### Signal wires by layer, run 1

Two of the layers only.
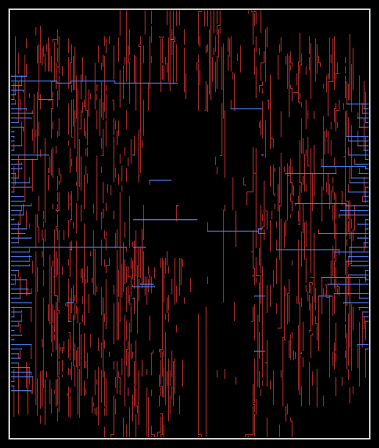
### Signal metal coverage by tile, run 1

21 x 25 tiles, from dark purple (low) to yellow (high), scaled to the fullest tile. Values are wire area over tile area, all layers added.
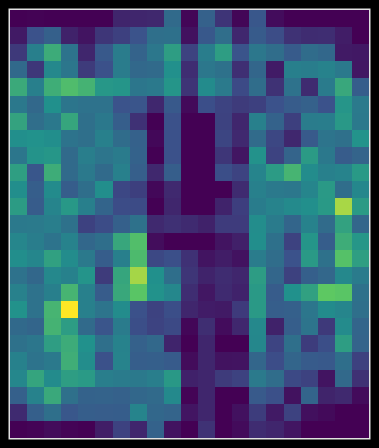
### Cell density map, run 1

Scale bar: 20 µm. 11 x 13 tiles, from dark purple (low) to yellow (high), 0 to 100% covered.
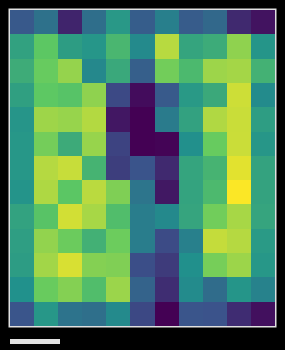
<file path="config.mk">
export PLATFORM = sky130hd
export DESIGN_NAME = membus_initiator_flat
export DESIGN_NICKNAME = d
export VERILOG_FILES = /design/src/rtl/membus_pkg.sv /design/src/rtl/membus.sv /design/src/rtl/membus_initiator_resp_fifo.sv /design/src/rtl/membus_initiator.sv /design/src/flat_wrapper.sv
export SDC_FILE = /design/constraint.sdc
export NUM_CORES = 1
export LEC_CHECK = 0
export ABC_CLOCK_PERIOD_IN_PS = 2500
export CAP_MARGIN = 20
export CORE_ASPECT_RATIO = 1.2
export CORE_MARGIN = 2
export CORE_UTILIZATION = 43
export DETAILED_ROUTE_END_ITERATION = 10
export MAX_ROUTING_LAYER = met4
export PLACE_DENSITY = 0.83
export SYNTH_ARGS = -nofsm -noshare
export SYNTH_HDL_FRONTEND = slang
export SYNTH_SLANG_ARGS = --single-unit
</file>
<file path="constraint.sdc">
create_clock -name clk -period 2.5 [get_ports clk]
set_clock_uncertainty 0.1 [all_clocks]
set_input_delay 0.5 -clock clk [delete_from_list [all_inputs] [get_ports clk]]
set_output_delay 0.5 -clock clk [all_outputs]
set_load 0.01 [all_outputs]
</file>
<file path="src/rtl/membus_pkg.sv">
// Shared memory_bus types, defaults and sizing helpers for the bus initiator and its response FIFO.
package membus_pkg;

  localparam int unsigned MEMBUS_ADDR_WIDTH = 10;
  localparam int unsigned MEMBUS_DATA_WIDTH = 32;
  localparam int unsigned MEMBUS_RSP_DEPTH  = 2;

  typedef logic [MEMBUS_ADDR_WIDTH-1:0] addr_t;
  typedef logic [MEMBUS_DATA_WIDTH-1:0] data_t;

  // The two ends of memory_bus, matching the modport names in membus.sv
  typedef enum logic {
    MP_MEMORY     = 1'b0,
    MP_CONTROLLER = 1'b1
  } membus_modport_e;

  // Width of a counter that must hold 0..depth inclusive
  function automatic int unsigned cnt_width(input int unsigned depth);
    return $clog2(depth + 1);
  endfunction

  // Width of a pointer indexing 0..depth-1 (at least one bit)
  function automatic int unsigned ptr_width(input int unsigned depth);
    return (depth > 1) ? $clog2(depth) : 1;
  endfunction

endpackage

</file>
<file path="src/rtl/membus.sv">
// memory_bus: single-port synchronous memory interface (1-cycle read latency, read-first).
interface memory_bus #(
  parameter int unsigned ADDR_WIDTH = 10,
  parameter int unsigned DATA_WIDTH = 32
) ();

  logic [ADDR_WIDTH-1:0] address;
  logic                  write_enable;
  logic [DATA_WIDTH-1:0] write_data;
  logic [DATA_WIDTH-1:0] read_data;

  modport memory (
    input  address,
    input  write_enable,
    input  write_data,
    output read_data
  );

  modport controller (
    output address,
    output write_enable,
    output write_data,
    input  read_data
  );

endinterface

</file>
<file path="src/rtl/membus_initiator_resp_fifo.sv">
// resp_fifo: circular sync FIFO with occupancy count and optional empty-fall-through of push data.
module resp_fifo
  import membus_pkg::*;
#(
  parameter int unsigned DATA_WIDTH = MEMBUS_DATA_WIDTH,
  parameter int unsigned DEPTH      = MEMBUS_RSP_DEPTH,
  parameter bit          BYPASS     = 1'b1
) (
  input  logic                         clk,
  input  logic                         rst,
  input  logic                         push,
  input  logic [DATA_WIDTH-1:0]        push_data,
  input  logic                         pop,
  output logic                         out_valid,
  output logic [DATA_WIDTH-1:0]        out_data,
  output logic [cnt_width(DEPTH)-1:0]  count
);

  localparam int unsigned CW = cnt_width(DEPTH);
  localparam int unsigned PW = ptr_width(DEPTH);

  logic [DATA_WIDTH-1:0] mem [DEPTH];
  logic [PW-1:0]         wr_ptr;
  logic [PW-1:0]         rd_ptr;
  logic                  empty;
  logic                  do_pop;

  // Explicit wrap so non power-of-two depths work
  function automatic logic [PW-1:0] ptr_inc(input logic [PW-1:0] p);
    return (p == PW'(DEPTH - 1)) ? '0 : p + PW'(1);
  endfunction

  assign empty     = (count == '0);
  assign out_valid = !empty || (BYPASS && push);
  assign out_data  = (BYPASS && empty) ? push_data : mem[rd_ptr];
  assign do_pop    = pop && out_valid;

  // Storage is always written on push; a same-cycle bypass pop simply skips past it
  always_ff @(posedge clk) begin
    if (push) begin
      mem[wr_ptr] <= push_data;
    end
  end

  always_ff @(posedge clk) begin
    if (rst) begin
      wr_ptr <= '0;
      rd_ptr <= '0;
      count  <= '0;
    end else begin
      if (push) begin
        wr_ptr <= ptr_inc(wr_ptr);
      end
      if (do_pop) begin
        rd_ptr <= ptr_inc(rd_ptr);
      end
      if (push && !do_pop) begin
        count <= count + CW'(1);
      end else if (!push && do_pop) begin
        count <= count - CW'(1);
      end
    end
  end

  a_no_overflow: assert property (@(posedge clk) disable iff (rst) !(push && count == CW'(DEPTH)));

endmodule

</file>
<file path="src/rtl/membus_initiator.sv">
// membus_initiator: valid/ready request stream to memory_bus cycles, read data returned in order
// through a credit-tracked response FIFO that absorbs the 1-cycle read latency and backpressure.
module membus_initiator
  import membus_pkg::*;
#(
  parameter int unsigned ADDR_WIDTH = MEMBUS_ADDR_WIDTH,
  parameter int unsigned DATA_WIDTH = MEMBUS_DATA_WIDTH,
  parameter int unsigned RSP_DEPTH  = MEMBUS_RSP_DEPTH
) (
  input  logic                  clk,
  input  logic                  rst,
  input  logic                  req_valid,
  output logic                  req_ready,
  input  logic                  req_write,
  input  logic [ADDR_WIDTH-1:0] req_addr,
  input  logic [DATA_WIDTH-1:0] req_wdata,
  output logic                  rsp_valid,
  input  logic                  rsp_ready,
  output logic [DATA_WIDTH-1:0] rsp_data,
  memory_bus.controller         bus
);

  localparam int unsigned CW = cnt_width(RSP_DEPTH);

  logic                  fire;
  logic                  rd_fire;
  logic                  inflight;
  logic [ADDR_WIDTH-1:0] last_addr;
  logic [DATA_WIDTH-1:0] last_wdata;
  logic [CW-1:0]         fifo_count;
  logic [CW-1:0]         outstanding;

  // A read holds a credit from its fire until its response leaves the FIFO
  assign outstanding = fifo_count + CW'(inflight);
  assign req_ready   = (outstanding < CW'(RSP_DEPTH));
  assign fire        = req_valid && req_ready;
  assign rd_fire     = fire && !req_write;

  // Bus is driven straight from the request on fire, otherwise parked on the last values
  assign bus.address      = fire ? req_addr  : last_addr;
  assign bus.write_data   = fire ? req_wdata : last_wdata;
  assign bus.write_enable = fire && req_write;

  always_ff @(posedge clk) begin
    if (rst) begin
      inflight   <= 1'b0;
      last_addr  <= '0;
      last_wdata <= '0;
    end else begin
      inflight <= rd_fire;
      if (fire) begin
        last_addr  <= req_addr;
        last_wdata <= req_wdata;
      end
    end
  end

  // Read data arrives the cycle after the read fire and is pushed unconditionally
  resp_fifo #(
    .DATA_WIDTH (DATA_WIDTH),
    .DEPTH      (RSP_DEPTH),
    .BYPASS     (1'b1)
  ) u_rsp_fifo (
    .clk       (clk),
    .rst       (rst),
    .push      (inflight),
    .push_data (bus.read_data),
    .pop       (rsp_ready),
    .out_valid (rsp_valid),
    .out_data  (rsp_data),
    .count     (fifo_count)
  );

endmodule

</file>
<file path="src/flat_wrapper.sv">
// flat-port wrapper written by rule: the top's interface ports become plain ports
module membus_initiator_flat import membus_pkg::*;
#(
  parameter int unsigned ADDR_WIDTH = MEMBUS_ADDR_WIDTH,
  parameter int unsigned DATA_WIDTH = MEMBUS_DATA_WIDTH,
  parameter int unsigned RSP_DEPTH  = MEMBUS_RSP_DEPTH
)
  (clk, rst, req_valid, req_ready, req_write, req_addr, req_wdata, rsp_valid, rsp_ready, rsp_data, bus_address, bus_write_enable, bus_write_data, bus_read_data);
  memory_bus #(.ADDR_WIDTH(ADDR_WIDTH), .DATA_WIDTH(DATA_WIDTH)) bus_i ();
  input  logic clk;
  input  logic rst;
  input  logic req_valid;
  output logic req_ready;
  input  logic req_write;
  input  logic [ADDR_WIDTH-1:0] req_addr;
  input  logic [DATA_WIDTH-1:0] req_wdata;
  output logic rsp_valid;
  input  logic rsp_ready;
  output logic [DATA_WIDTH-1:0] rsp_data;
  output wire logic [$bits(bus_i.address)-1:0] bus_address;
  output wire logic [$bits(bus_i.write_enable)-1:0] bus_write_enable;
  output wire logic [$bits(bus_i.write_data)-1:0] bus_write_data;
  input wire logic [$bits(bus_i.read_data)-1:0] bus_read_data;
  assign bus_address = bus_i.address;
  assign bus_write_enable = bus_i.write_enable;
  assign bus_write_data = bus_i.write_data;
  assign bus_i.read_data = bus_read_data;
  membus_initiator #(.ADDR_WIDTH(ADDR_WIDTH), .DATA_WIDTH(DATA_WIDTH), .RSP_DEPTH(RSP_DEPTH)) u_core (.clk(clk), .rst(rst), .req_valid(req_valid), .req_ready(req_ready), .req_write(req_write), .req_addr(req_addr), .req_wdata(req_wdata), .rsp_valid(rsp_valid), .rsp_ready(rsp_ready), .rsp_data(rsp_data), .bus(bus_i));
endmodule
</file>
==> reports/metrics.cfg, run 1 <==
[worst_hold_path]
holdPathStages=2

[place]
hpwl_mm=7.744
io_buffers=155

[synth]
synthDistinctLibCells=31
edf_count=64
area_leaders=edfxtp_1, dfxtp_1, mux2i_1, nand2b_1, mux2_2
syn_nets=515
top_area_cell=edfxtp_1
ff_type=edfxtp_1

[sta]
setup_violations=0
tns_ns=0
tightest_slew_ns=0.5412
fin_crit_ns=2.447
drv_slew=0
worst_slack_ns=0.05263

[finish]
final_nets=690
drive_above_1_share=0.2321
layout_top_cell=nand2b_1
instances_no_fill=777

[floorplanning]
fp-row-count=44
io_pins=156
core_mm2=0.01211
die_y_um=126.0

[grt]
grt_pass1_vias=3877
grt_overflow=0
antenna_found_initial=0
grt_pass1_wl_mm=18.91

[worst_setup_path]
crit_buf_inv=4
worst-path-max-fanout=7
path_cells=nand2b_4 -> o21ai_4 -> buf_12 -> buf_12 -> buf_8 -> mux2_4 -> buf_6
r2r-end=u_core.last_wdata[18]
reg2reg_from=u_core.u_rsp_fifo.count[1]
endpoint=bus_write_data[21]
cp-start-kind=flop
worstPathRequired_ns=1.90
crit_family=buffers and inverters
criticalPathCategory=flop to output port
crit_start=u_core.u_rsp_fifo.count[1]
slowest_stage=dfxtp_2

[outcome]
status=complete, no violations

[routing]
first_pass_iters=6
drt_iter0_drc=157
wirelength_mm=12.06
vias=3834

[clock_tree]
clock_path_buffers=2
clk_pin_slew_ns=0.07
htreeDepth=3

[pwr]
power_density_mw_per_mm2=561.0

Notes on 'Signal wires by layer' above:
blue -> metal 3  # wire length 662 µm
red -> metal 2  # wire length 5,840 µm

Notes on 'Signal metal coverage by tile' above:
tiles over half the peak = 14%
densest ninth of the die = east
fullest tile = 0.48
nearly empty tiles = 10%

Notes on 'Cell density map' above:
fullest tile = 100%
mean over tiles = 56%
tiles over 75% full = 30%
emptiest ninth of the die = centre

-- run 1: routing by layer --
| layer | global-route usage | wire (µm) |
|---|---|---|
| met1 | 0.2264 | 5348 |
| met4 | 0.06579 | 210 |
| met2 | 0.3055 | 5840 |
| met3 | 0.02640 | 662 |
| met5 | - | 0 |
-- run 1: cell families (layout without fill, tap and decap cells) --
kind of cell / after synthesis / count (layout) / synth area share
AND/OR/NAND/NOR: 135 / 135 / 0.1421
buffers and inverters: 33 / 213 / 0.04555
XOR/XNOR: 4 / 4 / 0.006576
AND-OR/OR-AND: 36 / 36 / 0.03710
multiplexers: 116 / 116 / 0.2278
flip-flops: 112 / 112 / 0.5410
-- run 1: worst reg2reg max path, cell delays in order, from the launching register on --
cell and delay (ns):
dfxtp_2 0.34, nand2b_4 0.14, o21ai_4 0.19, buf_12 0.17, buf_12 0.14, buf_8 0.11
buf_4 0.11, buf_4 0.13, buf_4 0.12, mux2i_1 0.18
-- run 1: through the flow --
step | hold slack [ns] | cell area [µm²]
2_1_floorplan | 0.3445 | 5329
3_3_place_gp | 0.3556 | 7071
3_5_place_dp | 0.3651 | 7071
4_1_cts | 0.3800 | 7647
5_1_grt | 0.3989 | 7586
6_report | 0.3797 | 7586
-- run 1: area by class of cell --
type	instances	area, µm²
Fill cell	950	4526
Clock inverter	7	80.08
Sequential cell	112	2888
Timing Repair Buffer	197	1922
Multi-Input combinational cell	291	2270
Clock buffer	9	225.2
Tap cell	161	201.4
-- run 1: power breakdown --
part | internal [W] | switching (W) | total [W]
registers | 0.00201 | 0.0000333 | 0.00205
clock network | 0.000787 | 0.000660 | 0.00145
logic | 0.000445 | 0.000316 | 0.000761
total | 0.00325 | 0.00101 | 0.00426
-- run 1: synthesized netlist by cell type, types with 2 or more instances --
cell / n
buf_12: 4
buf_2: 6
nor2b_1: 2
xnor2_1: 2
edfxtp_1: 64
nand2b_1: 86
mux2_2: 36
nor2_1: 37
clkbuf_1: 13
mux2_1: 6
dfxtp_1: 48
a21oi_1: 33
and2_1: 2
buf_6: 4
mux2i_1: 74
xor2_1: 2
buf_1: 3
-- run 1: how the worst min path moves through the flow --
stage                               start                     to  slack [ns]
global route          u_core.last_addr[3]    u_core.last_addr[3]        0.40
floorplan             u_core.last_addr[4]    u_core.last_addr[4]        0.34
CTS                 u_core.last_wdata[17]  u_core.last_wdata[17]        0.38
finish                u_core.last_addr[3]    u_core.last_addr[3]        0.38
global placement    u_core.last_wdata[14]  u_core.last_wdata[14]        0.36
detailed placement  u_core.last_wdata[17]  u_core.last_wdata[17]        0.37
-- run 1: sequential cells by signal, summed over array words and instances, names as in the netlist, named ones only --
register and flops:
u_core.u_rsp_fifo.wr_ptr 1, u_core.u_rsp_fifo.count 2, u_core.u_rsp_fifo.rd_ptr 1, u_core.inflight 1, u_core.u_rsp_fifo.mem 64, u_core.last_addr 10
u_core.last_wdata 32
-- run 1: timing repair --
action,in CTS,in global routing
gates resized,194,37
hold buffers,0,0
endpoints found under the setup margin,75,48
cloned,6,1
pin swaps,2,1
setup buffers,17,0
### Clock routing, run 1

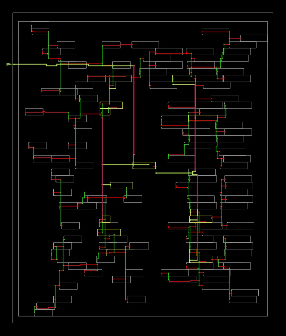

==> inputs of run 2 (changes only) <==
--- a/config.mk
+++ b/config.mk
@@ -12,7 +12,7 @@
 export CORE_UTILIZATION = 43
 export DETAILED_ROUTE_END_ITERATION = 10
 export MAX_ROUTING_LAYER = met4
-export PLACE_DENSITY = 0.83
+export PLACE_DENSITY = 0.73
 export SYNTH_ARGS = -nofsm -noshare
 export SYNTH_HDL_FRONTEND = slang
 export SYNTH_SLANG_ARGS = --single-unit
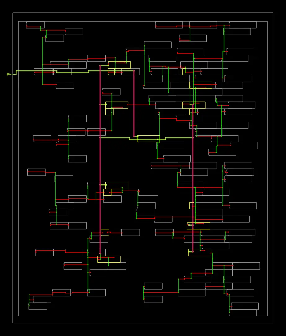
*Clock routing, run 2*
CTS Buf Count: 9
clkbuf count: 10

==> reports/metrics.cfg, run 2 <==
[worst_setup_path]
worstPathRequired_ns=1.90  ; about the same
worst-path-max-fanout=8  ; +1
crit_buf_inv=4  ; unchanged

[floorplanning]
fp-row-count=44  ; unchanged
io_pins=156  ; unchanged
die_y_um=126.0  ; unchanged

[routing]
first_pass_iters=4  ; -2
met2_length_mm=5.660  ; -3.1%

[clock_tree]
htreeDepth=3  ; unchanged
clock_path_buffers=2  ; unchanged

[grt]
antenna_found_initial=0  ; unchanged
grt_pass1_wl_mm=19.35  ; +2.3%
grt_pass1_vias=3930  ; +1.4%
grt_overflow=0  ; unchanged

[finish]
final_nets=685  ; -0.72%
n_fill_cell=991  ; +4.3%
largest_register_ff_count=64  ; unchanged
instances_no_fill=772  ; -0.64%
largest_registers=u_core.u_rsp_fifo.mem (64), u_core.last_wdata (32), u_core.last_addr (10)

[worst_hold_path]
min-delay-start=u_core.last_wdata[8]

[outcome]
status=complete, no violations

[sta]
tightest_slew_ns=0.6182  ; +0.07704 ns

[synth]
top_area_cell=edfxtp_1
area_leaders=edfxtp_1, dfxtp_1, mux2i_1, nand2b_1, mux2_2

run 2: cell counts after synthesis:
No cell type changed its count.
run 2: logic make-up after synthesis:
family	count (synthesis)	share of synthesized area
flops	112	0.5410
buf+inv	33	0.04555
xor+xnor	4	0.006576
compound gates	36	0.03710
simple gates	135	0.1421
mux	116	0.2278
run 2: timing repair:
item                       in CTS  in global routing
pin swaps                       1                  2
cloned                          5                  0
setup buffers                  10                  0
gates resized                 199                 46
setup endpoints to repair      75                 58
run 2: worst max-delay path by stage:
stage	endpoint	slack, ns	cells after the start
6_report	bus_write_data[15]	0.04	7
5_1_grt	bus_write_data[16]	-0.03	7
2_1_floorplan	u_core.u_rsp_fifo.mem[0][0]	0.02	2
3_3_place_gp	bus_write_data[16]	-0.49	6
4_1_cts	rsp_data[9]	0.0008	6
3_5_place_dp	bus_write_data[15]	-0.49	6
run 2: power breakdown:
part           internal [W]  switching (W)
combinational      0.000449       0.000315
clock              0.000683       0.000659
sequential          0.00201      0.0000339
total               0.00315        0.00101
run 2: cell type report:
type | count | area [µm²] | share of cell area
tap | 161 | 201.4 | 0.02674
clock inverter | 6 | 43.79 | 0.005813
multi-input combinational | 291 | 2295 | 0.3046
sequential | 112 | 2885 | 0.3830
timing repair buffer | 192 | 1879 | 0.2495
clock buffer | 10 | 229.0 | 0.03039
run 2: worst reg2reg max path: cells and delay by family, from the launching register on:
kind / cells / cell delay [ns]
buf+inv: 5 / 0.64
compound gates: 1 / 0.19
flops: 1 / 0.33
mux: 1 / 0.18
simple gates: 1 / 0.16
run 2: per-layer routing:
| layer | vias to the layer above | global-route usage |
|---|---|---|
| met1 | 1763 | 0.2432 |
| li1 | 1858 | - |
| met4 | 0 | 0.06656 |
| met3 | 17 | 0.03054 |
| met2 | 128 | 0.2968 |
| met5 | - | - |
run 2: stage by stage:
step                hold WS [ns]  cell area (µm²)  utilization
floorplan                 0.3445             5329            -
global placement          0.3546             7061       0.5830
detailed placement        0.3614             7061       0.5830
CTS                       0.3766             7485       0.6180
global route              0.3895             7533       0.6220
finish                    0.3760             7533       0.6220
Power figures rest on the tool's default switching activity, not on a simulated workload.
